File: src/rtl/dreg_wr_arbiter.sv
// Round-robin write arbiter that shares one load/en/d data register between N producers.
// The winner's data is latched at grant, held until an enabled edge commits it, then acked.
module dreg_wr_arbiter #(
    parameter int N = 4,
    parameter int W = 16
) (
    input  logic           clk50m,
    input  logic           rst_n,
    input  logic           en,
    input  logic [N-1:0]   req,
    input  logic [N*W-1:0] wdata,
    output logic [N-1:0]   grant,
    output logic [N-1:0]   ack,
    output logic           reg_load,
    output logic [W-1:0]   reg_d,
    output logic           busy
);

    localparam int PW  = (N > 1) ? $clog2(N) : 1;
    localparam int PW1 = PW + 1;

    typedef enum logic [1:0] {
        ST_IDLE = 2'd0,
        ST_LOAD = 2'd1,
        ST_ACK  = 2'd2
    } state_t;

    state_t          r_state;
    state_t          w_state_nxt;
    logic [PW-1:0]   r_ptr;
    logic [PW-1:0]   w_ptr_nxt;
    logic [PW-1:0]   r_win;
    logic [PW-1:0]   w_win_nxt;
    logic [N-1:0]    r_grant;
    logic [N-1:0]    w_grant_nxt;
    logic [N-1:0]    r_ack;
    logic [N-1:0]    w_ack_nxt;
    logic            r_reg_load;
    logic            w_reg_load_nxt;
    logic [W-1:0]    r_reg_d;
    logic [W-1:0]    w_reg_d_nxt;
    logic            r_busy;
    logic            w_busy_nxt;

    logic [PW-1:0]   w_pick;
    logic [N-1:0]    w_pick_onehot;
    logic [W-1:0]    w_pick_data;

    // First requester at or after ptr, searching upward modulo N.
    function automatic logic [PW-1:0] rr_pick(input logic [N-1:0] req_v,
                                              input logic [PW-1:0] ptr_v);
        logic [PW-1:0] pick;
        logic [PW-1:0] idx;
        logic [PW1-1:0] sum;
        logic           found;
        pick  = ptr_v;
        found = 1'b0;
        for (int i = 0; i < N; i++) begin
            sum = {1'b0, ptr_v} + PW1'(i);
            if (sum >= PW1'(N)) begin
                sum = sum - PW1'(N);
            end
            idx = sum[PW-1:0];
            if (!found && req_v[idx]) begin
                pick  = idx;
                found = 1'b1;
            end
        end
        return pick;
    endfunction

    assign w_pick        = rr_pick(req, r_ptr);
    assign w_pick_onehot = {{(N-1){1'b0}}, 1'b1} << w_pick;

    // Data mux for the arbitration winner's slice.
    always_comb begin
        w_pick_data = {W{1'b0}};
        for (int i = 0; i < N; i++) begin
            if (w_pick == PW'(i)) begin
                w_pick_data = wdata[i*W +: W];
            end else begin
                w_pick_data = w_pick_data;
            end
        end
    end

    // Next-state and next-output decode.
    always_comb begin
        w_state_nxt    = r_state;
        w_ptr_nxt      = r_ptr;
        w_win_nxt      = r_win;
        w_grant_nxt    = r_grant;
        w_ack_nxt      = r_ack;
        w_reg_load_nxt = r_reg_load;
        w_reg_d_nxt    = r_reg_d;
        w_busy_nxt     = r_busy;
        case (r_state)
            ST_IDLE: begin
                if (|req) begin
                    w_state_nxt    = ST_LOAD;
                    w_win_nxt      = w_pick;
                    w_grant_nxt    = w_pick_onehot;
                    w_reg_d_nxt    = w_pick_data;
                    w_reg_load_nxt = 1'b1;
                    w_busy_nxt     = 1'b1;
                end else begin
                    w_state_nxt    = ST_IDLE;
                    w_busy_nxt     = 1'b0;
                end
            end
            ST_LOAD: begin
                // The shared register captures on this same edge, so ack follows commit.
                if (en) begin
                    w_state_nxt    = ST_ACK;
                    w_reg_load_nxt = 1'b0;
                    w_grant_nxt    = {N{1'b0}};
                    w_ack_nxt      = r_grant;
                    w_ptr_nxt      = (r_win == PW'(N-1)) ? {PW{1'b0}} : r_win + PW'(1);
                end else begin
                    w_state_nxt    = ST_LOAD;
                end
            end
            ST_ACK: begin
                w_state_nxt = ST_IDLE;
                w_ack_nxt   = {N{1'b0}};
                w_busy_nxt  = 1'b0;
            end
            default: begin
                w_state_nxt    = ST_IDLE;
                w_grant_nxt    = {N{1'b0}};
                w_ack_nxt      = {N{1'b0}};
                w_reg_load_nxt = 1'b0;
                w_busy_nxt     = 1'b0;
            end
        endcase
    end

    // State and registered outputs.
    always_ff @(posedge clk50m or negedge rst_n) begin
        if (!rst_n) begin
            r_state    <= ST_IDLE;
            r_ptr      <= {PW{1'b0}};
            r_win      <= {PW{1'b0}};
            r_grant    <= {N{1'b0}};
            r_ack      <= {N{1'b0}};
            r_reg_load <= 1'b0;
            r_reg_d    <= {W{1'b0}};
            r_busy     <= 1'b0;
        end else begin
            r_state    <= w_state_nxt;
            r_ptr      <= w_ptr_nxt;
            r_win      <= w_win_nxt;
            r_grant    <= w_grant_nxt;
            r_ack      <= w_ack_nxt;
            r_reg_load <= w_reg_load_nxt;
            r_reg_d    <= w_reg_d_nxt;
            r_busy     <= w_busy_nxt;
        end
    end

    assign grant    = r_grant;
    assign ack      = r_ack;
    assign reg_load = r_reg_load;
    assign reg_d    = r_reg_d;
    assign busy     = r_busy;

endmodule

File: config.mk
export PLATFORM = sky130hd
export DESIGN_NAME = dreg_wr_arbiter
export DESIGN_NICKNAME = d
export VERILOG_FILES = /design/src/rtl/dreg_wr_arbiter.sv
export SDC_FILE = /design/constraint.sdc
export NUM_CORES = 1
export LEC_CHECK = 0
export ABC_CLOCK_PERIOD_IN_PS = 2700
export CAP_MARGIN = 5
export CORE_UTILIZATION = 40
export CTS_BUF_LIST = sky130_fd_sc_hd__clkbuf_4 sky130_fd_sc_hd__clkbuf_8
export DETAILED_ROUTE_END_ITERATION = 8
export PLACE_DENSITY = 0.85
export SLEW_MARGIN = 10
export SYNTH_ARGS = -nofsm -noshare
export SYNTH_HDL_FRONTEND = slang
export SYNTH_SLANG_ARGS = --single-unit
File: constraint.sdc
create_clock -name clk50m -period 2.7 [get_ports clk50m]
set_clock_uncertainty 0.2 [all_clocks]
set_input_delay 0.54 -clock clk50m [delete_from_list [all_inputs] [get_ports clk50m]]
set_output_delay 0.54 -clock clk50m [all_outputs]
set_load 0.1 [all_outputs]
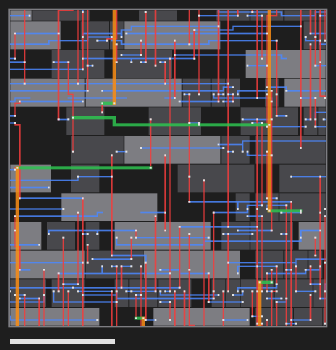
Fig. 1. Close-up of the layout.
Scale bar: 10 um. Window x 20 to 50, y 20 to 50 um. Cells in gray, sequential cells in the stronger gray; small squares are vias.
met3 -> green
met4 -> orange
met2 -> red
met1 -> blue
most frequent = dfrtp_1 (12), buf_4 (9), nor2_1 (7)
sequential cells in the window = 12
netlist names of flops here include = `reg_d` (9)
cells with their middle in the window = 55

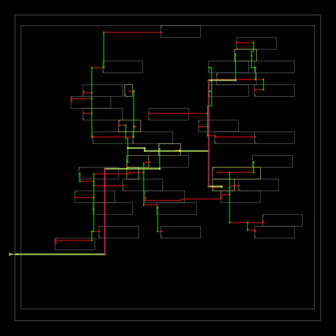
Fig. 2. Clock wiring as the flow saved it.
Seq cells: 32
Clock buffer cells: 6
Latency at later pin: 0.28 ns
clock network power: 454 uW

==> GITHUB_STEP_SUMMARY <==
### Flow metrics

| Metric | Value |
|---|---|
| Outcome | finished clean |
| Peak Freq | 406 MHz |
| Clk slew on worst S/H paths | 0.07 ns |
| Leak pwr | 0.00135 uW |
| FF-to-FF End | reg_d[15]$_DFFE_PN0P_ |
| Flop area | 801 um2 |
| Min Tclk post-route | 2.46 ns |
| Most frequent cells in the layout | 70 x clkdlybuf4s50_1, 33 x buf_4, 32 x mux2i_1, 32 x dfrtp_1, 22 x nor2_1 |
| Max-slew violations | 0 |
| Core Box Area | 4410 um2 |
| Post-synth cell types | 32 |
| R2R Path Start | r_state[1]$_DFF_PN0_ |
| Dpl ws | -0.0579 ns |
| Hold WC Path Type | flip-flop to flip-flop |
| Via/cell ratio | 5.19 |
| Area of the mapped netlist | 1870 um2 |
| WL/cell | 14.5 um |
| Critical Path AT | 2.39 ns |
| Mean Syn Cell Area | 11.3 um2 |
| Fill count | 341 |
| Cts hold-fix bufs | 0 |
| Final worst slack | 0.237 ns |
| # DRC | 0 |
| Final wirelength | 4670 um |
| Largest area contributor in the netlist | dfrtp_1 |
| Post-synth area from yosys stat | 1870 um2 |
| Ys async rst share | 1.00 |
| Crit end category | flip-flop |
| Total power | 3740 uW |
| TNS Setup | 0 ns |
| Post-route cell area | 2950 um2 |
| R2R depth | 3 |
| Ys Warns | 0 |
| CP cell instances | clkdlybuf4s50_1, nor4_2, or3_1, nor2_4, a221oi_1 |
| Top cells by count, synth | 32 x dfrtp_1, 32 x mux2i_1, 22 x nor2_1 |
| Cell family with most CP delay | simple AND/OR/NAND/NOR gates |
| Via count of the first global-routing pass | 1,754 |
| # rows | 24 |
| Final non-filler cell total | 321 |
| CTS Sinks | 32 |
| Period utilization | 0.912 |
| Hold path startpoint | reg_d[5]$_DFFE_PN0P_ |
| CP Buf/Inv Count | 1 |
| Width of the die | 70.5 um |
| Cells after DPL | 313 |
| Critical path class | primary input to flip-flop |
| Reg-to-reg slack, setup | 0.65 ns |
| H-tree depth | 2 |
| CTS tree | done |
| Slew HR | 0.608 |
| Max cap viols | 0 |
| WP data required | 2.62 ns |
| Final hold violation count | 0 |
| First-pass GRT wire length | 8060 um |
| Util after Layout | 0.668 |
| RSZ-0062 raised after global routing | no |
| Max-area cell share | 0.427 |
| Final number of setup-violating endpoints | 0 |
| Count of library flops with an enable pin | 0 |
| Critical Path Slowest Stage Cell | clkdlybuf4s50_1 |
| Postcts setup bufs | 0 |
| Post-CTS resize count | 0 |
| Total grt overflow | 0 |
| Area grow syn2layout | 57.4% |
| Gr usage total | 0.206 |
| Vias | 1,666 |
| Routability cong. | 0.786 |
| Stage-log warning count | 26 |
| Nets | 340 |
| TritonCTS buffer count | 5 |
| HPWL after DPL | 3600 um |
| CTS Buffer Depth | 2 |
| Crit start category | primary input |
| Main synth FF type | dfrtp_1 |
| Synth flops | 32 |
| Post-synthesis cell count | 166 |
| Commonest Layout Cell | clkdlybuf4s50_1 |
| Die Y | 70.5 um |
| Yosys cell count | 166 |
| CP peak stage delay | 0.62 ns |
| CP Launch Point | req[1] |
| Least-Margin Pin Slew | 0.586 ns |
| CP endpoint | reg_d[15]$_DFFE_PN0P_ |
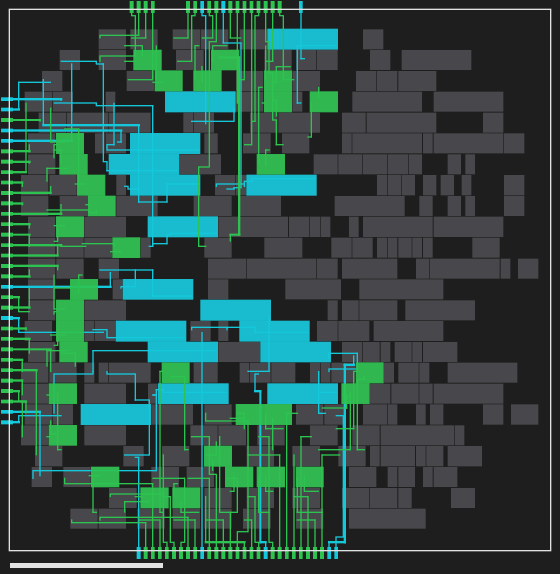
Fig. 3. Nets reached from selected ports.
Scale bar: 20 um.
`reg_d` -> cyan  # bits 16, direction output, edge 8 west, 5 south, 3 north, end cells 16, buffers 16, wire 587 um
`wdata` -> green  # bits 64, direction input, edge 24 west, 24 south, 16 north, end cells 32, buffers 64, wire 913 um
io pins: 97
PortBufs: 96

routing by layer:
layer,global-route usage,part of all wire,wire length [um],vias to the layer above
met4,0.0800,0.024,110,0
met1,0.238,0.39,1800,787
li1,-,-,-,814
met3,0.0462,0.050,233,11
met2,0.366,0.54,2530,54
met5,0,0,0,-
worst min path at each step:
stage                      endpoint  slack [ns]  cells past startpoint
6_report       reg_d[5]$_DFFE_PN0P_        0.31                      2
4_1_cts        reg_d[5]$_DFFE_PN0P_        0.30                      2
5_1_grt          ack[2]$_DFFE_PN0P_        0.34                      2
3_5_place_dp   reg_d[5]$_DFFE_PN0P_        0.28                      2
2_1_floorplan    ack[0]$_DFFE_PN0P_        0.04                      0
3_3_place_gp   reg_d[5]$_DFFE_PN0P_        0.28                      2
final cells by class:
cell class | instances | share of cell area
Clock buffer | 6 | 0.0259
Clock inverter | 2 | 0.0119
Inverter | 6 | 0.00763
Multi-Input combinational cell | 118 | 0.326
Sequential cell | 32 | 0.271
Tap cell | 52 | 0.0221
Timing Repair Buffer | 105 | 0.335
cell families after synthesis:
logic type	synth area share
AND/OR/NAND/NOR	0.119
multiplexers	0.171
adder cells (fa/ha/maj)	0.00667
buffers and inverters	0.0594
flip-flops	0.427
AND-OR/OR-AND	0.217
sequential cells by signal (all words and copies together), names as in the netlist:
register and cells:
ack 4, r_ptr 2, grant 4, reg_d 16, reg_load 1, r_win 2
r_state 2, busy 1
worst min-delay path, delay by kind of cell, from the launching register on:
kind,cells,cell delay (ns)
AOI/OAI and AO/OA,1,0.07
DFF,1,0.35
and+or+nand+nor,1,0.05
report_power, final:
part / switching (uW) / internal [uW]
logic: 1740 / 709
clock network: 171 / 284
registers: 158 / 679
total: 2070 / 1670
No activity file was given, so power comes from the tool's default toggle rates.
